--- src/rtl/cpu_pkg.sv ---
// Shared CPU definitions: opcode constants, fetch FSM encoding and fetch timeout.
package cpu_pkg;

    localparam int PC_W = 8;

    localparam logic [3:0] OP_ADD  = 4'b0000;
    localparam logic [3:0] OP_SUB  = 4'b0001;
    localparam logic [3:0] OP_AND  = 4'b0010;
    localparam logic [3:0] OP_OR   = 4'b0011;
    localparam logic [3:0] OP_XOR  = 4'b0100;
    localparam logic [3:0] OP_NOT  = 4'b0101;
    localparam logic [3:0] OP_SHL  = 4'b0110;
    localparam logic [3:0] OP_SHR  = 4'b0111;
    localparam logic [3:0] OP_NAND = 4'b1000;
    localparam logic [3:0] OP_NOR  = 4'b1001;
    localparam logic [3:0] OP_XNOR = 4'b1010;
    localparam logic [3:0] OP_MOV  = 4'b1011;
    localparam logic [3:0] OP_MVI  = 4'b1100;
    localparam logic [3:0] OP_LDA  = 4'b1101;

    // WAIT cycles tolerated without rom_valid before flagging a timeout
    localparam logic [3:0] TIMEOUT_LIMIT = 4'd15;

    typedef enum logic [1:0] {
        ST_IDLE = 2'd0,
        ST_REQ  = 2'd1,
        ST_WAIT = 2'd2
    } fe_state_t;

    function automatic logic is_two_word(input logic [3:0] op);
        return (op == OP_MVI) || (op == OP_LDA);
    endfunction

endpackage

--- src/rtl/pc_reg.sv ---
// Program counter: parallel load, increment, and increments deferred while a fetch waits on ROM.
module pc_reg
    import cpu_pkg::*;
(
    input  logic            clk,
    input  logic            rst,
    input  logic            in_wait,
    input  logic            apply_pending,
    input  logic            pc_load,
    input  logic            pc_inc,
    input  logic [PC_W-1:0] pc_din,
    output logic [PC_W-1:0] pc
);

    logic [PC_W-1:0] pc_val_reg;
    logic            inc_pending_reg;

    always_ff @(posedge clk) begin
        if (rst) begin
            pc_val_reg      <= '0;
            inc_pending_reg <= 1'b0;
        end else if (pc_load) begin
            pc_val_reg      <= pc_din;
            inc_pending_reg <= 1'b0;
        end else if (in_wait) begin
            // Any number of increments requested during WAIT collapse into one
            if (pc_inc)
                inc_pending_reg <= 1'b1;
        end else begin
            if (pc_inc || (apply_pending && inc_pending_reg))
                pc_val_reg <= pc_val_reg + {{(PC_W-1){1'b0}}, 1'b1};
            if (apply_pending)
                inc_pending_reg <= 1'b0;
        end
    end

    assign pc = pc_val_reg;

endmodule

--- src/rtl/instr_fetch.sv ---
// Instruction fetch unit: issues one ROM read per fetch, captures the word into ir or
// the immediate register, and flags ROM timeouts.
module instr_fetch
    import cpu_pkg::*;
(
    input  logic            clk,
    input  logic            rst,
    input  logic            fe_ins_load,
    input  logic            fe_pc_load,
    input  logic            fe_pc_inc,
    input  logic [PC_W-1:0] pc_din,
    output logic            rom_req,
    output logic [PC_W-1:0] rom_addr,
    input  logic [15:0]     rom_data,
    input  logic            rom_valid,
    output logic [3:0]      fe_opcode,
    output logic [2:0]      fe_op1_addr,
    output logic [2:0]      fe_op2_addr,
    output logic [15:0]     fe_imm,
    output logic [PC_W-1:0] pc,
    output logic            fe_busy,
    output logic            fe_ready,
    output logic            fe_two_word,
    output logic            fe_err
);

    fe_state_t       state_reg;
    logic [15:0]     ir_reg;
    logic [15:0]     imm_reg;
    logic [PC_W-1:0] rom_addr_reg;
    logic            rom_req_reg;
    logic            busy_reg;
    logic            ready_reg;
    logic            two_word_reg;
    logic            err_reg;
    logic            fetch_end_reg;
    logic [3:0]      wait_cnt_reg;
    logic            in_wait;

    assign in_wait = (state_reg == ST_WAIT);

    pc_reg u_pc_reg (
        .clk           (clk),
        .rst           (rst),
        .in_wait       (in_wait),
        .apply_pending (fetch_end_reg),
        .pc_load       (fe_pc_load),
        .pc_inc        (fe_pc_inc),
        .pc_din        (pc_din),
        .pc            (pc)
    );

    always_ff @(posedge clk) begin
        if (rst) begin
            state_reg     <= ST_IDLE;
            ir_reg        <= '0;
            imm_reg       <= '0;
            rom_addr_reg  <= '0;
            rom_req_reg   <= 1'b0;
            busy_reg      <= 1'b0;
            ready_reg     <= 1'b0;
            two_word_reg  <= 1'b0;
            err_reg       <= 1'b0;
            fetch_end_reg <= 1'b0;
            wait_cnt_reg  <= '0;
        end else begin
            rom_req_reg   <= 1'b0;
            ready_reg     <= 1'b0;
            fetch_end_reg <= 1'b0;
            case (state_reg)
                ST_IDLE: begin
                    if (fe_ins_load) begin
                        state_reg    <= ST_REQ;
                        rom_req_reg  <= 1'b1;
                        rom_addr_reg <= pc;
                        busy_reg     <= 1'b1;
                    end
                end
                ST_REQ: begin
                    state_reg    <= ST_WAIT;
                    wait_cnt_reg <= '0;
                end
                ST_WAIT: begin
                    if (rom_valid) begin
                        // Second word of MVI/LDA goes to the immediate, ir keeps the opcode word
                        if (two_word_reg) begin
                            imm_reg      <= rom_data;
                            two_word_reg <= 1'b0;
                        end else begin
                            ir_reg       <= rom_data;
                            two_word_reg <= is_two_word(rom_data[15:12]);
                        end
                        ready_reg     <= 1'b1;
                        fetch_end_reg <= 1'b1;
                        busy_reg      <= 1'b0;
                        state_reg     <= ST_IDLE;
                    end else if (wait_cnt_reg == TIMEOUT_LIMIT - 4'd1) begin
                        err_reg       <= 1'b1;
                        fetch_end_reg <= 1'b1;
                        busy_reg      <= 1'b0;
                        wait_cnt_reg  <= '0;
                        state_reg     <= ST_IDLE;
                    end else begin
                        wait_cnt_reg <= wait_cnt_reg + 4'd1;
                    end
                end
                default: begin
                    state_reg <= ST_IDLE;
                    busy_reg  <= 1'b0;
                end
            endcase
        end
    end

    assign rom_req     = rom_req_reg;
    assign rom_addr    = rom_addr_reg;
    assign fe_opcode   = ir_reg[15:12];
    assign fe_op1_addr = ir_reg[11:9];
    assign fe_op2_addr = ir_reg[8:6];
    assign fe_imm      = imm_reg;
    assign fe_busy     = busy_reg;
    assign fe_ready    = ready_reg;
    assign fe_two_word = two_word_reg;
    assign fe_err      = err_reg;

endmodule

--- config.mk ---
export PLATFORM = sky130hd
export DESIGN_NAME = instr_fetch
export DESIGN_NICKNAME = d
export VERILOG_FILES = /design/src/rtl/cpu_pkg.sv /design/src/rtl/pc_reg.sv /design/src/rtl/instr_fetch.sv
export SDC_FILE = /design/constraint.sdc
export NUM_CORES = 1
export LEC_CHECK = 0
export CAP_MARGIN = 20
export CORE_MARGIN = 5
export CORE_UTILIZATION = 45
export CTS_CLUSTER_DIAMETER = 80
export DETAILED_ROUTE_END_ITERATION = 7
export PLACE_DENSITY = 0.8
export SYNTH_ARGS = -nofsm -noshare
export SYNTH_HDL_FRONTEND = slang
export SYNTH_SLANG_ARGS = --single-unit
--- constraint.sdc ---
create_clock -name clk -period 2.9 [get_ports clk]
set_input_delay 0.725 -clock clk [delete_from_list [all_inputs] [get_ports clk]]
set_output_delay 0.725 -clock clk [all_outputs]
set_load 0.02 [all_outputs]
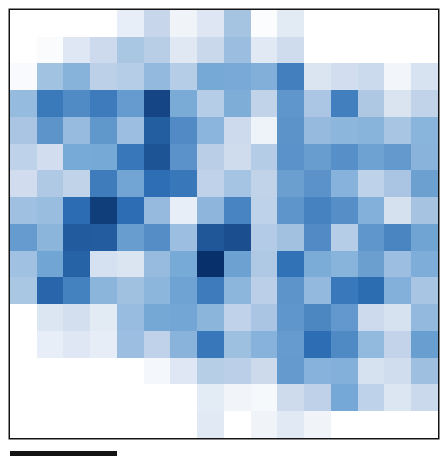
Figure 1: run 1, signal metal coverage by tile.
Scale bar: 20 um. The die is cut into 16 by 16 equal tiles; white is low, dark blue is high, scaled to the fullest tile. Values are wire area over tile area, all layers added.
The mean over all tiles is 0.13. 29% of the tiles are over half the peak. The emptiest ninth of the die: south-west. The fullest tile reaches 0.38. 16% of the tiles are nearly empty.

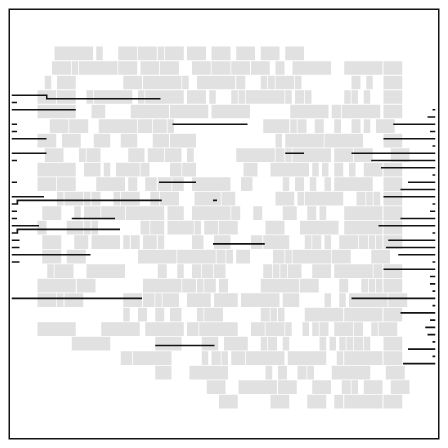
Figure 2: run 1, signal wires on met3.
Cells faint in the background.
The longest straight run is 26.9 um. The layer carries 378 um of wire. The wires run mostly horizontal. 59 nets have wire on it.

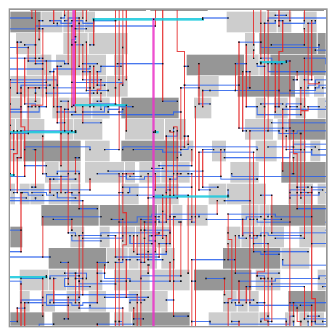
Figure 3: run 1, zoomed window.
Region (20, 20) to (60, 60) um. Cells in grey, sequential cells in the stronger grey; small squares are vias.
Red marks M2. Blue marks M1. Cyan marks M3. Magenta marks M4.
Sequential cells in the window: 20. 129 logic cells have their middle in the window. Most frequent: nand2_1 (22), dfxtp_1 (20), a21oi_1 (14). Netlist names of flops here include ir_reg (4), wait_cnt_reg (4), fe_imm (3).

==> reports/qor.csv, run 1 <==
metric,value,unit
status,"complete, no violations",
CTS Buffer Depth,2,
Hold WC Path Type,reg -> reg,
initial drt markers,85,
number of enable flip-flop cells,0,
Crit Reg-Reg Endpoint,fe_imm[4],
cell count in the Yosys report,258,
MI comb cells,182,
core area,4750,um2
CP endpoint,pc[2],
1st-pass router iterations,4,
TNS Setup,0,ns
unrepaired setup endpoints after global routing,no,
number of global-route vias before repair,1931,
max reg flops,16,
DP Cell Count,388,
Commonest Layout Cell,clkdlybuf4s50_1,
layout cells sized above 1,5.78,%
Synth area leader,dfxtp_1,
FP Util,46.7,%
Die Area,6440,um2
PortBufs,76,
arrival time at the worst endpoint,1.44,ns
Hold Crit Start,fe_imm[11],
final WL,5320,um
OpenROAD warning count,27,
power per cell area,458,nW/um2
post-layout period usage,74.7,%
synth top area cells,"dfxtp_1, nand2_1, a21oi_1",
post-synthesis async set-or-reset flop share,0,%
first-pass GRT wire length,8770,um
P&R area growth vs syn,39.8,%
Ports,77,
Top Usage Layer GRT,met2,
fin nets,361,
post-synthesis sequential area ratio,49.6,%
Hold EP,fe_imm[11],
worst r2r path cells,4,
number of core rows,25,
Crit path depth,1,
met3 usage,5.27,%
WL met1,2440,um
tapcell count,67,
WL/cell,13.4,um
xor/xnor share,2.37,%
Hold Fails Final Rpt,0,
chip height,80.2,um
CP Cell Sequence,clkdlybuf4s50_1,
Int Pwr,1.05,mW
Antenna Nets Post-Route,0,
clock sinks,55,
Top Metal Used,met4,
"Design Area, Final",3100,um2
Non-clk invs,4,
total combinational power,192,uW
clock latency on the worst-skew pair,0.31,ns
area of the mapped netlist,2220,um2
Antenna diodes,0,
Setup WS pre-CTS,0.527,ns
crit path launch type,register,
fin util,65.3,%
crit-path max cell delay,0.67,ns
met3 WL,377,um
Synth Area per Inst,8.60,um2
Tmin final,2.17,ns
post-route setup slack,0.733,ns
Seq cells post-synth,55,
"count leader, synth",nand2_1,
Hold Crit Depth,2,
Slowest cell on crit path,clkdlybuf4s50_1,
post_cts resized,0,
initial antenna violation count,0,
Data buffer area share,25.3,%
H-tree Lvls,2,
synth cell count leaders,"nand2_1, dfxtp_1, a21oi_1",
total grt overflow,0,
# Max-Cap Violations,0,
hold buffers post-CTS,0,
Largest type area fraction,49.6,%
Vias,1982,
maximum VDD drop,0.343,mV
and-or/or-and share of the synthesized area,13.6,%
Psw,371,uW
Peak Freq,462,MHz
CTS buffer count,5,
Main logic family,simple AND/OR/NAND/NOR gates,
post-synthesis simple-gate area fraction,24.1,%
met1 usage,21.1,%
Comb/total area,33.0,%
dpl cell area,3010,um2
Top Consumer,registers,
worst setup path start,u_pc_reg.pc[2],
crit path buf inv count,1,
nonclk buf count,80,
Max-slew headroom,58.2,%
Slew Limit Fails,0,
Syn Nets,291,
Setup CP Type,reg -> out,
Comb power frac,13.5,%
"Setup violations, final",0,
CTS tree,done,
Seq pwr share,56.3,%
postcts setup bufs,0,
Cells after Synth,258,
Tot GR Track Use,17.0,%
drt via density,5.01,
Hold Slack,0.458,ns
Top Layout Cells,"clkdlybuf4s50_1, nand2_1, dfxtp_1, a21oi_1, nor2_1",
Flops,55,
number of library cell types mapped by synthesis,39,
RR Startpoint,state_reg[1],
DRC,0,
Seq. pwr,800,uW
register area,1100,um2
MI comb area,1020,um2
fa+ha+maj area frac,1.69,%
Worst Max-Slew Pin Slew,0.625,ns
FF-to-FF setup slack,1.13,ns
clock network fraction of design power,30.2,%
# clk buffers,5,
clk cell area share,3.02,%
fill cell count,401,
skew final,0.0113,ns
Clk. pwr,430,uW
==> run 2, diff against run 1 <==
- clock period: 2.9 -> 2.25 ns (I/O delays scaled with it)
==> run 2 against run 1 <==
Via count grew 0.50%. Design area grew 2.1%. Synthesized cell count unchanged. Sequential power up 29%. Die area unchanged. Clock-buffer cell count is 1 higher. Critical path depth stayed put. Flip-flop count did not move. Largest power group unchanged.
==> reports/qor.csv, run 2 <==
metric,value,unit
Setup CP Type,reg -> out,
CP Capture Type,output pin,
1st-pass router iterations,4,
synth top area cells,"dfxtp_1, nand2_1, a21oi_1",
Top Consumer,registers,
FF-to-FF setup slack,0.56,ns
area of the mapped netlist,2220,um2
maximum VDD drop,0.355,mV
crit path launch type,register,
first-pass GRT wire length,8850,um
DRC,0,
clk cell area share,4.18,%
tapcell count,67,
clock root cell,clkbuf_8,
Worst Max-Slew Pin Slew,0.516,ns
Antenna diodes,0,
hold buffers post-CTS,0,
chip height,80.2,um
post-synthesis sequential area ratio,49.6,%
MI comb area,1020,um2
met1 usage,20.4,%
Synth Area per Inst,8.60,um2
Hold Slack,0.455,ns
Max-slew headroom,65.4,%
initial antenna violation count,0,
max reg flops,16,
WL met1,2420,um
fin nets,363,
unrepaired setup endpoints after global routing,no,
post-synthesis async set-or-reset flop share,0,%
DP Wirelength,3770,um
core area,4750,um2
initial drt markers,39,
Psw,459,uW
Comb/total area,32.3,%
number of core rows,25,
Largest type area fraction,49.6,%
total grt overflow,0,
worst r2r path cells,6,
post-route setup slack,0.236,ns
Non-clk invs,4,
Top Usage Layer GRT,met2,
Hold Crit Start,fe_imm[0],
Die Area,6440,um2
drt via density,5.01,
Antenna Nets Post-Route,0,
Crit Reg-Reg Endpoint,wait_cnt_reg[3],
Top Metal Used,met4,
Comb power frac,12.3,%
cell count in the Yosys report,258,
Ports,77,
Int Pwr,1.58,mW
crit path buf inv count,1,
FP Util,46.7,%
Main logic family,simple AND/OR/NAND/NOR gates,
number of library cell types mapped by synthesis,39,
TNS Setup,0,ns
fill cell count,423,
register area,1100,um2
Mux cell area share,4.06,%
Peak Freq,496,MHz
number of global-route vias before repair,1945,
synth cell count leaders,"nand2_1, dfxtp_1, a21oi_1",
postcts setup bufs,0,
# Max-Cap Violations,0,
H-tree Lvls,2,
Commonest Layout Cell,clkdlybuf4s50_1,
Crit path depth,1,
status,"complete, no violations",
skew final,0.00846,ns
CTS buffer count,5,
Switching Fraction,22.5,%
WL/cell,13.3,um
worst setup path start,u_pc_reg.pc[2],
Synth area leader,dfxtp_1,
post-synthesis simple-gate area fraction,24.1,%
layout cells sized above 1,6.04,%
Hold Crit Depth,2,
fa+ha+maj area frac,1.69,%
Slew Limit Fails,0,
fin util,66.7,%
fin cells,398,
OpenROAD warning count,27,
post-layout period usage,89.5,%
Crit Path Max Fanout,7,
"Design Area, Final",3170,um2
dpl cell area,3040,um2
Top Layout Cells,"clkdlybuf4s50_1, nand2_1, dfxtp_1, a21oi_1, nor2_1",
CTS Buffer Depth,2,
CP Cell Sequence,clkdlybuf4s50_1,
number of enable flip-flop cells,0,
Flops,55,
power per cell area,643,nW/um2
Slowest cell on crit path,clkdlybuf4s50_1,
Clk. pwr,756,uW
Setup WS pre-CTS,0.182,ns
Hold WC Path Type,reg -> reg,
clock sinks,55,
met3 WL,395,um
Hold Fails Final Rpt,0,
met3 usage,5.49,%
Cells after Synth,258,
CP endpoint,pc[2],
Tmin final,2.01,ns
largest net degree at the start of global routing,36,
Seq. pwr,1.03,mW
die width,80.2,um
xor/xnor share,2.37,%
post_cts resized,0,
# clk buffers,6,
Seq pwr share,50.6,%
clock latency on the worst-skew pair,0.30,ns
total combinational power,250,uW
clock network fraction of design power,37.1,%
DP Cell Count,390,
nonclk buf count,82,
Data buffer area share,25.7,%
ys flop type,dfxtp_1,
Syn Nets,291,
Seq cells post-synth,55,
arrival time at the worst endpoint,1.45,ns
"Setup violations, final",0,
"count leader, synth",nand2_1,
crit-path max cell delay,0.67,ns
P&R area growth vs syn,42.8,%
PortBufs,76,
WL met2,2410,um
MI comb cells,182,
and-or/or-and share of the synthesized area,13.6,%
Hold EP,fe_imm[0],
RR Startpoint,wait_cnt_reg[0],
CTS tree,done,
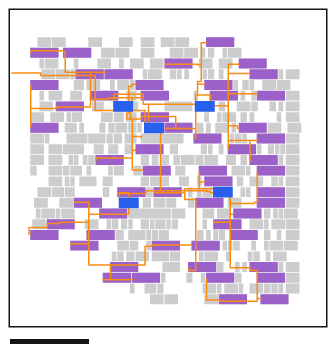
Figure 4: run 2, clock network drawn from the DEF.
Scale bar: 20 um.
Blue marks clock-net drivers, count 5. Purple marks flip-flops, count 55. Orange marks clock wires, length 609 um.
Position of the flops: spread over the die. There are 6 routed clock nets.

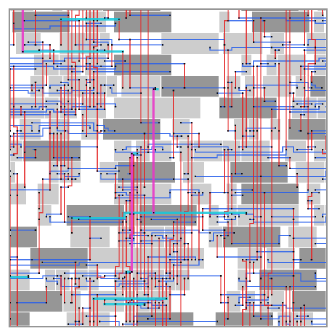
Figure 5: run 2, zoomed window.
Region (20, 20) to (60, 60) um. Cells in grey, sequential cells in the stronger grey; small squares are vias.
Cyan marks M3. Red marks M2. Blue marks M1. Magenta marks M4.
Netlist names of flops here include ir_reg (4), fe_imm (3), u_pc_reg.pc (3). 128 logic cells have their middle in the window. Most frequent: dfxtp_1 (21), nand2_1 (19), a21oi_1 (15). Sequential cells in the window: 21.

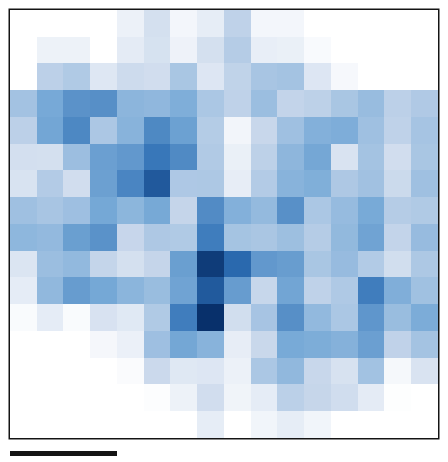
Figure 6: run 2, signal metal coverage by tile.
Scale bar: 20 um. The die is cut into 16 by 16 equal tiles; white is low, dark blue is high, scaled to the fullest tile. Values are wire area over tile area, all layers added.
18% of the tiles are nearly empty. The emptiest ninth of the die: south-west. The mean over all tiles is 0.13. The fullest tile reaches 0.47. The densest ninth of the die: centre.
final WL: 5280 um
Vias: 1992
Tot GR Track Use: 16.8%

Power figures rest on the tool's default switching activity, not on a simulated workload.
